$ cat config.mk
export PLATFORM = sky130hd
export DESIGN_NAME = btn_cnt_multi
export DESIGN_NICKNAME = d
export VERILOG_FILES = /design/src/rtl/btn_cnt_pkg.sv /design/src/rtl/btn_cnt_multi_btn_evt.sv /design/src/rtl/btn_cnt_multi.sv
export SDC_FILE = /design/constraint.sdc
export NUM_CORES = 1
export LEC_CHECK = 0
export ABC_CLOCK_PERIOD_IN_PS = 2200
export CAP_MARGIN = 0
export CORE_AREA = 5 5 115 85
export DETAILED_ROUTE_END_ITERATION = 7
export DIE_AREA = 0 0 120 90
export GPL_TIMING_DRIVEN = 1
export PLACE_DENSITY = 0.78
export SKIP_LAST_GASP = 1
export SLEW_MARGIN = 20
export SYNTH_ARGS = -nofsm -noshare
export SYNTH_HDL_FRONTEND = slang
export SYNTH_SLANG_ARGS = --single-unit
$ cat constraint.sdc
create_clock -name clk -period 2.2 [get_ports clk]
set_input_delay 0.44 -clock clk [delete_from_list [all_inputs] [get_ports clk]]
set_output_delay 0.44 -clock clk [all_outputs]
set_load 0.02 [all_outputs]
$ cat src/rtl/btn_cnt_pkg.sv
// Shared helpers, derived widths and the repeat-timer state type for the
// debounced multi-channel button counter.
package btn_cnt_pkg;

    function automatic int clog2(input int value);
        int r;
        r = 0;
        for (int i = 0; i < 31; i++) begin
            if ((32'sd1 << i) < value) begin
                r = i + 1;
            end
        end
        return r;
    endfunction

    function automatic int max2(input int a, input int b);
        return (a > b) ? a : b;
    endfunction

    // Prescaler never collapses to zero bits, even with one clock per sample.
    function automatic int presc_w(input int clks_per_smpl);
        return (clks_per_smpl > 1) ? clog2(clks_per_smpl) : 1;
    endfunction

    function automatic int tmr_w(input int hold_clks, input int rpt_clks);
        return clog2(max2(hold_clks, rpt_clks) + 1);
    endfunction

    localparam int DEF_CLKS_PER_SMPL = 16;
    localparam int DEF_HOLD_CLKS     = 1000;
    localparam int DEF_RPT_CLKS      = 200;

    localparam int PRESC_W = presc_w(DEF_CLKS_PER_SMPL);
    localparam int TMR_W   = tmr_w(DEF_HOLD_CLKS, DEF_RPT_CLKS);

    typedef enum logic [1:0] {
        RPT_IDLE = 2'd0,
        RPT_HOLD = 2'd1,
        RPT_RUN  = 2'd2
    } rpt_state_e;

endpackage

$ cat src/rtl/btn_cnt_multi_btn_evt.sv
// One button path: 2-flop synchroniser, sample-window debouncer, press-edge
// detector and hold-to-repeat timer. evt is a registered one-clock pulse.
module btn_evt
    import btn_cnt_pkg::*;
#(
    parameter int SMPL_CNT  = 4,
    parameter int RPT_EN    = 1,
    parameter int HOLD_CLKS = 1000,
    parameter int RPT_CLKS  = 200
) (
    input  logic clk,
    input  logic rst_n,
    input  logic tick,
    input  logic raw,
    output logic db,
    output logic evt
);

    localparam int TW = tmr_w(HOLD_CLKS, RPT_CLKS);
    localparam logic [TW-1:0] HOLD_LOAD = TW'(HOLD_CLKS - 1);
    localparam logic [TW-1:0] RPT_LOAD  = TW'(RPT_CLKS - 1);

    logic                sync1_q;
    logic                sync2_q;
    logic [SMPL_CNT-1:0] hist_q;
    logic [SMPL_CNT-1:0] hist_d;
    logic                db_q;
    logic                db_d;
    logic                db_prev_q;
    logic                evt_q;
    logic                evt_d;
    logic                press;
    rpt_state_e          state_q;
    rpt_state_e          state_d;
    logic [TW-1:0]       tmr_q;
    logic [TW-1:0]       tmr_d;

    always_ff @(posedge clk or negedge rst_n) begin
        if (!rst_n) begin
            sync1_q   <= 1'b0;
            sync2_q   <= 1'b0;
            hist_q    <= '0;
            db_q      <= 1'b0;
            db_prev_q <= 1'b0;
            evt_q     <= 1'b0;
            state_q   <= RPT_IDLE;
            tmr_q     <= '0;
        end else begin
            sync1_q   <= raw;
            sync2_q   <= sync1_q;
            hist_q    <= hist_d;
            db_q      <= db_d;
            db_prev_q <= db_q;
            evt_q     <= evt_d;
            state_q   <= state_d;
            tmr_q     <= tmr_d;
        end
    end

    // The level only moves when the whole sample window agrees.
    always_comb begin
        hist_d = hist_q;
        db_d   = db_q;
        if (tick) begin
            hist_d = {hist_q[SMPL_CNT-2:0], sync2_q};
            if (&hist_d) begin
                db_d = 1'b1;
            end else if (~|hist_d) begin
                db_d = 1'b0;
            end
        end
    end

    // Repeat decisions look at db_d so a release on this edge suppresses
    // any repeat that would otherwise land in the release cycle.
    always_comb begin
        press   = db_q & ~db_prev_q;
        evt_d   = press;
        state_d = state_q;
        tmr_d   = tmr_q;
        if (RPT_EN != 0) begin
            if (!db_d) begin
                state_d = RPT_IDLE;
                tmr_d   = '0;
            end else begin
                case (state_q)
                    RPT_IDLE: begin
                        if (press) begin
                            state_d = RPT_HOLD;
                            tmr_d   = HOLD_LOAD;
                        end
                    end
                    RPT_HOLD, RPT_RUN: begin
                        if (tmr_q == '0) begin
                            evt_d   = 1'b1;
                            state_d = RPT_RUN;
                            tmr_d   = RPT_LOAD;
                        end else begin
                            tmr_d = tmr_q - TW'(1);
                        end
                    end
                    default: begin
                        state_d = RPT_IDLE;
                        tmr_d   = '0;
                    end
                endcase
            end
        end
    end

    assign db  = db_q;
    assign evt = evt_q;

endmodule

$ cat src/rtl/btn_cnt_multi.sv
// Multi-channel debounced up/down button counter: shared sample prescaler,
// one btn_evt per button, and a wrap or saturate counter per channel.
module btn_cnt_multi
    import btn_cnt_pkg::*;
#(
    parameter int N_CH          = 2,
    parameter int CNT_W         = 4,
    parameter int CLKS_PER_SMPL = 16,
    parameter int SMPL_CNT      = 4,
    parameter int SAT           = 0,
    parameter int RPT_EN        = 1,
    parameter int HOLD_CLKS     = 1000,
    parameter int RPT_CLKS      = 200
) (
    input  logic                    clk,
    input  logic                    rst_n,
    input  logic [N_CH-1:0]         btn_up,
    input  logic [N_CH-1:0]         btn_dn,
    input  logic [N_CH-1:0]         clr,
    output logic [N_CH-1:0]         db_up,
    output logic [N_CH-1:0]         db_dn,
    output logic [N_CH-1:0]         evt_up,
    output logic [N_CH-1:0]         evt_dn,
    output logic [N_CH*CNT_W-1:0]   cnt
);

    localparam int PW = presc_w(CLKS_PER_SMPL);
    localparam logic [PW-1:0]    PRESC_LAST = PW'(CLKS_PER_SMPL - 1);
    localparam logic [CNT_W-1:0] CNT_MAX    = '1;

    logic [PW-1:0]    presc_q;
    logic [PW-1:0]    presc_d;
    logic             tick;
    logic [CNT_W-1:0] cnt_q [N_CH];
    logic [CNT_W-1:0] cnt_d [N_CH];

    always_ff @(posedge clk or negedge rst_n) begin
        if (!rst_n) begin
            presc_q <= '0;
        end else begin
            presc_q <= presc_d;
        end
    end

    always_comb begin
        tick    = (presc_q == PRESC_LAST);
        presc_d = tick ? '0 : presc_q + PW'(1);
    end

    for (genvar g = 0; g < N_CH; g++) begin : g_ch
        btn_evt #(
            .SMPL_CNT  (SMPL_CNT),
            .RPT_EN    (RPT_EN),
            .HOLD_CLKS (HOLD_CLKS),
            .RPT_CLKS  (RPT_CLKS)
        ) u_up (
            .clk   (clk),
            .rst_n (rst_n),
            .tick  (tick),
            .raw   (btn_up[g]),
            .db    (db_up[g]),
            .evt   (evt_up[g])
        );

        btn_evt #(
            .SMPL_CNT  (SMPL_CNT),
            .RPT_EN    (RPT_EN),
            .HOLD_CLKS (HOLD_CLKS),
            .RPT_CLKS  (RPT_CLKS)
        ) u_dn (
            .clk   (clk),
            .rst_n (rst_n),
            .tick  (tick),
            .raw   (btn_dn[g]),
            .db    (db_dn[g]),
            .evt   (evt_dn[g])
        );
    end

    always_ff @(posedge clk or negedge rst_n) begin
        if (!rst_n) begin
            for (int i = 0; i < N_CH; i++) begin
                cnt_q[i] <= '0;
            end
        end else begin
            for (int i = 0; i < N_CH; i++) begin
                cnt_q[i] <= cnt_d[i];
            end
        end
    end

    // Clear wins; opposing events cancel; saturation only blocks the step.
    always_comb begin
        for (int i = 0; i < N_CH; i++) begin
            cnt_d[i] = cnt_q[i];
            if (clr[i]) begin
                cnt_d[i] = '0;
            end else if (evt_up[i] && evt_dn[i]) begin
                cnt_d[i] = cnt_q[i];
            end else if (evt_up[i]) begin
                if (!((SAT != 0) && (cnt_q[i] == CNT_MAX))) begin
                    cnt_d[i] = cnt_q[i] + CNT_W'(1);
                end
            end else if (evt_dn[i]) begin
                if (!((SAT != 0) && (cnt_q[i] == '0))) begin
                    cnt_d[i] = cnt_q[i] - CNT_W'(1);
                end
            end
        end
    end

    always_comb begin
        cnt = '0;
        for (int i = 0; i < N_CH; i++) begin
            cnt[i*CNT_W +: CNT_W] = cnt_q[i];
        end
    end

endmodule

layers.png
Scale: 3 px per um.
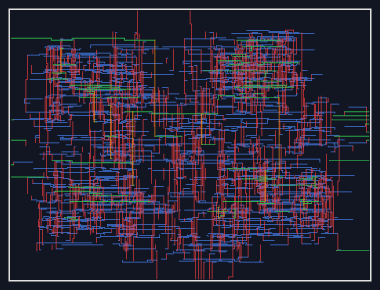
Key: orange = M4 [wire length 148 um]; green = M3 [wire length 633 um]; red = M2 [wire length 4800 um]; blue = M1 [wire length 5050 um]
via count: 4186
drt wl/cell: 15.4 um
GRT Util Overall: 0.204
Post-Route WL: 10.6 mm

port_trees.png
Scale: 4 px per um.
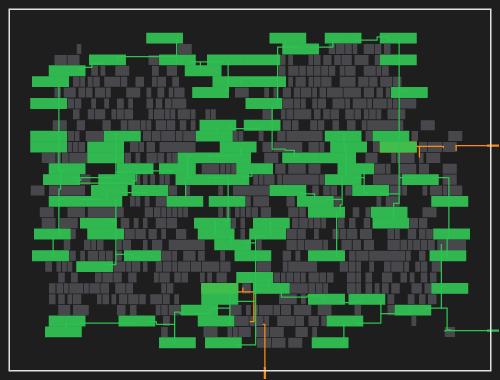
Key: green = rst_n [bits 1, direction input, end cells 92, buffers 3, wire 650 um]; orange = evt_dn [bits 2, direction output, end cells 2, buffers 2, wire 44.3 um]
IO Pins: 24
I/O Buffers: 23

==> results.yml <==
# generated from flow reports
synth:
  synth_cell_types: 57
  syn-num-nets: 584
  top_cells_by_count: "92 x dfrtp_1, 72 x nand2_1, 48 x a21oi_1"
  largest_area_cell: "dfrtp_1"
  ys_cells: 557
  ys_chip_area_um2: 4960
  async_flop_share: 1.00
  edf_count: 0
  synth.cell_area_um2: 4960
  top_cells_by_area: "dfrtp_1 46%, nand2_1 5.4%, a21oi_1 4.8%"
  top_cell_area_share: 0.464
  ys_seq_frac: 0.464
  synthCells: 557
  top_cell: "dfrtp_1"
  ys_ff: 92
  avgSynthCellArea_um2: 8.91
  synth-main-ff-cell: "dfrtp_1"
  ys_warn_count: 0
clock_network:
  cts_setup_buffers: 0
  clk_latency_ns: 0.33
  clk_pin_slew_ns: 0.06
  numClockSinks: 92
  ctsHoldBuffers: 0
  cts_made_buffers: 9
  cts_root_buffer: "clkbuf_16"
  cts_tree: "built"
  cts-resized-gates: 0
  h-tree-depth: 3
  ctsLongestPathBuffers: 2
global_routing:
  grt_pass1_vias: 3940
  antenna_found_initial: 0
  grt_pass1_wl_mm: 18.5
  grt_overflow_total: 0
  grt_max_degree: 40
run:
  max_cap_violations: 0
  tool_warnings: 30
pwr:
  seq_power_share: 0.552
  p_sw_frac: 0.204
  switchingPower_w: 0.000638
  peakVddDrop_v: 0.000772
  power.density_nw_per_um2: 558
  pwr-share-clk: 0.428
  p_int_w: 0.00249
  p_comb_frac: 0.020
  power.total_w: 0.00313
  p_leak_nw: 2.51
critical_path:
  arrival_ns: 2.31
  start_kind: "flop"
  slowest_delay_ns: 0.49
  cp_slowest_cell: "or3b_1"
  crit_buf_inv: 1
  required_ns: 2.45
  cp_max_fo: 7
  critPathTopFamily: "simple AND/OR/NAND/NOR gates"
  crit_chain: "inv_1, ha_1, or3b_1, or4_4, a21oi_2, nor2_1, nor3_2"
  path_class: "reg -> reg"
  end_kind: "flop"
layout:
  area_delta_synth_final_pct: 13.0
  drive_gt1_frac: 0.0719
  antennaDiodeCount: 0
  layout.nets: 607
  stdcell_area_um2: 5600
  fillers: 696
  comb_area_um2: 2390
  regArea_um2: 2300
final_timing:
  setup-tns-final_ns: 0
  drv_slew: 0
  fin_skew_ns: 0.00685
  rsz0062_at_grt: "false"
  max_freq_ghz: 0.486
  finalClockPeriodUsage: 0.935
  slew_headroom: 0.658
  setup_violations: 0
  layout_min_cycle_time_ns: 2.06
  finalHoldViolations: 0
  worst_slew_pin_slew_ns: 0.508
floorplan:
  die_w_um: 120
  fp-row-count: 29
  initCoreUtil: 0.572
  chip_area_um2: 10800
  core_um2: 8670
  die_h_um: 90
routing:
  vias_per_cell: 6.05
  remaining_drc_errors: 0
  ant_nets: 0
  drt-initial-drc-count: 295
  first_pass_iters: 5
status:
  status: "completed"
placed_design:
  place_area_um2: 5350
  place.gp.congestion: 0.920
  hpwl_mm: 7.57
min_path:
  holdCritPathClass: "in -> async"
gates.png
Scale: 3 px per um.
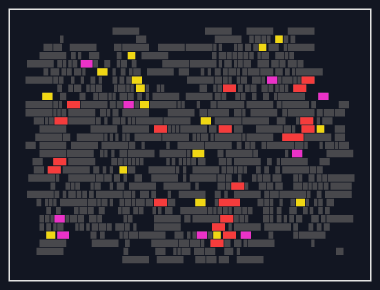
Key: magenta = mux cells [cells 9, most used mux2i_1]; yellow = non-inverting ao/oa cells [cells 16, most used a21o_1]; red = fa/ha/maj cells [cells 19, most used ha_1]
Post-Layout Cell Count: 692
combinational share of cell area: 0.427
most numerous logic cell after layout: dfrtp_1

[worst paths after layout]
check                                      startpoint                 endpoint  slack, ns  cells after the start
worst max-delay path            g_ch[0].u_dn.tmr_q[0]  g_ch[0].u_dn.state_q[0]       0.14                      7
worst min-delay path                            rst_n    g_ch[1].u_up.tmr_q[4]       0.05                      1
worst max register to register  g_ch[0].u_dn.tmr_q[0]  g_ch[0].u_dn.state_q[0]       0.14                      7
worst min register to register   g_ch[0].u_dn.sync1_q     g_ch[0].u_dn.sync2_q       0.35                      0
max in group asynchronous                       rst_n     g_ch[1].u_dn.sync2_q       1.50                      2
min in group clk                 g_ch[0].u_dn.sync1_q     g_ch[0].u_dn.sync2_q       0.35                      0
[per-stage QoR]
step | util | setup slack, ns | hold WS, ns | instances
finish | 0.646 | 0.142 | 0.0501 | 692
global route | 0.646 | 0.0200 | 0.0820 | 692
CTS | 0.646 | 0.161 | 0.0588 | 692
detailed placement | 0.617 | 0.182 | 0.336 | 677
global placement | 0.617 | 0.257 | 0.335 | 677
floorplan | - | 0.276 | 0.144 | 557
[power groups by stage]
stage	registers (W)	logic, W	clock network (W)
floorplan	0.00175	0.00000960	0
global placement	0.00175	0.0000630	0
detailed placement	0.00176	0.0000655	0
CTS	0.00173	0.0000658	0.00139
global route	0.00173	0.0000739	0.00146
finish	0.00173	0.0000627	0.00134
[metal layers]
layer  GRT usage  part of all wire  up-vias
li1            -                 -     2016
met1       0.287              0.47     1998
met2       0.314              0.45      149
met3      0.0458             0.060       23
met4      0.0648             0.014        0
met5           0                 0        -
[cells by family after synthesis]
kind of cell / count (synthesis) / synth area share
simple gates: 230 / 0.232
compound gates: 137 / 0.165
flops: 92 / 0.464
buf+inv: 61 / 0.0532
fa+ha+maj: 19 / 0.0509
xor+xnor: 9 / 0.0159
mux: 9 / 0.0187
[placed cells by master (no fill, tap or decap), types with 2 or more instances in the layout]
cell type	instances
dfrtp_1	92
nand2_1	72
a21oi_1	48
nor2_1	47
o21ai_0	41
nor3_1	33
inv_1	29
clkdlybuf4s50_1	22
buf_4	20
ha_1	17
nand2b_1	14
nand3_1	10
clkbuf_16	9
a31oi_1	8
mux2i_1	7
xnor2_1	7
nand4_1	6
nor4_1	6
nor2b_1	6
o31ai_1	6
and2_1	5
a21o_1	5
or4_1	4
and3_1	4
a22oi_1	4
nand3b_1	4
nand4b_1	4
nor3b_1	4
a211oi_1	4
clkbuf_1	4
a41o_1	3
o32ai_1	3
xor2_1	2
or4_4	2
a22o_1	2
mux2_2	2
nor3_2	2
o211ai_1	2
fa_1	2
buf_12	2
[registers in the layout, summed over array words and instances, names as in the netlist, 4 cells and up]
name / flops
cnt: 8
g_ch.u_dn.hist_q: 6
g_ch.u_dn.state_q: 4
g_ch.u_dn.tmr_q: 20
g_ch.u_up.hist_q: 6
g_ch.u_up.state_q: 4
g_ch.u_up.tmr_q: 20
presc_q: 4
[layout make-up]
type                            instances  share of cell area
Inverter                               29              0.0194
Sequential cell                        92               0.411
Clock inverter                          2             0.00223
Clock buffer                           13              0.0429
Timing Repair Buffer                   44              0.0732
Multi-Input combinational cell        404               0.427
Tap cell                              108              0.0241
Power is estimated from default activity; no workload was simulated.
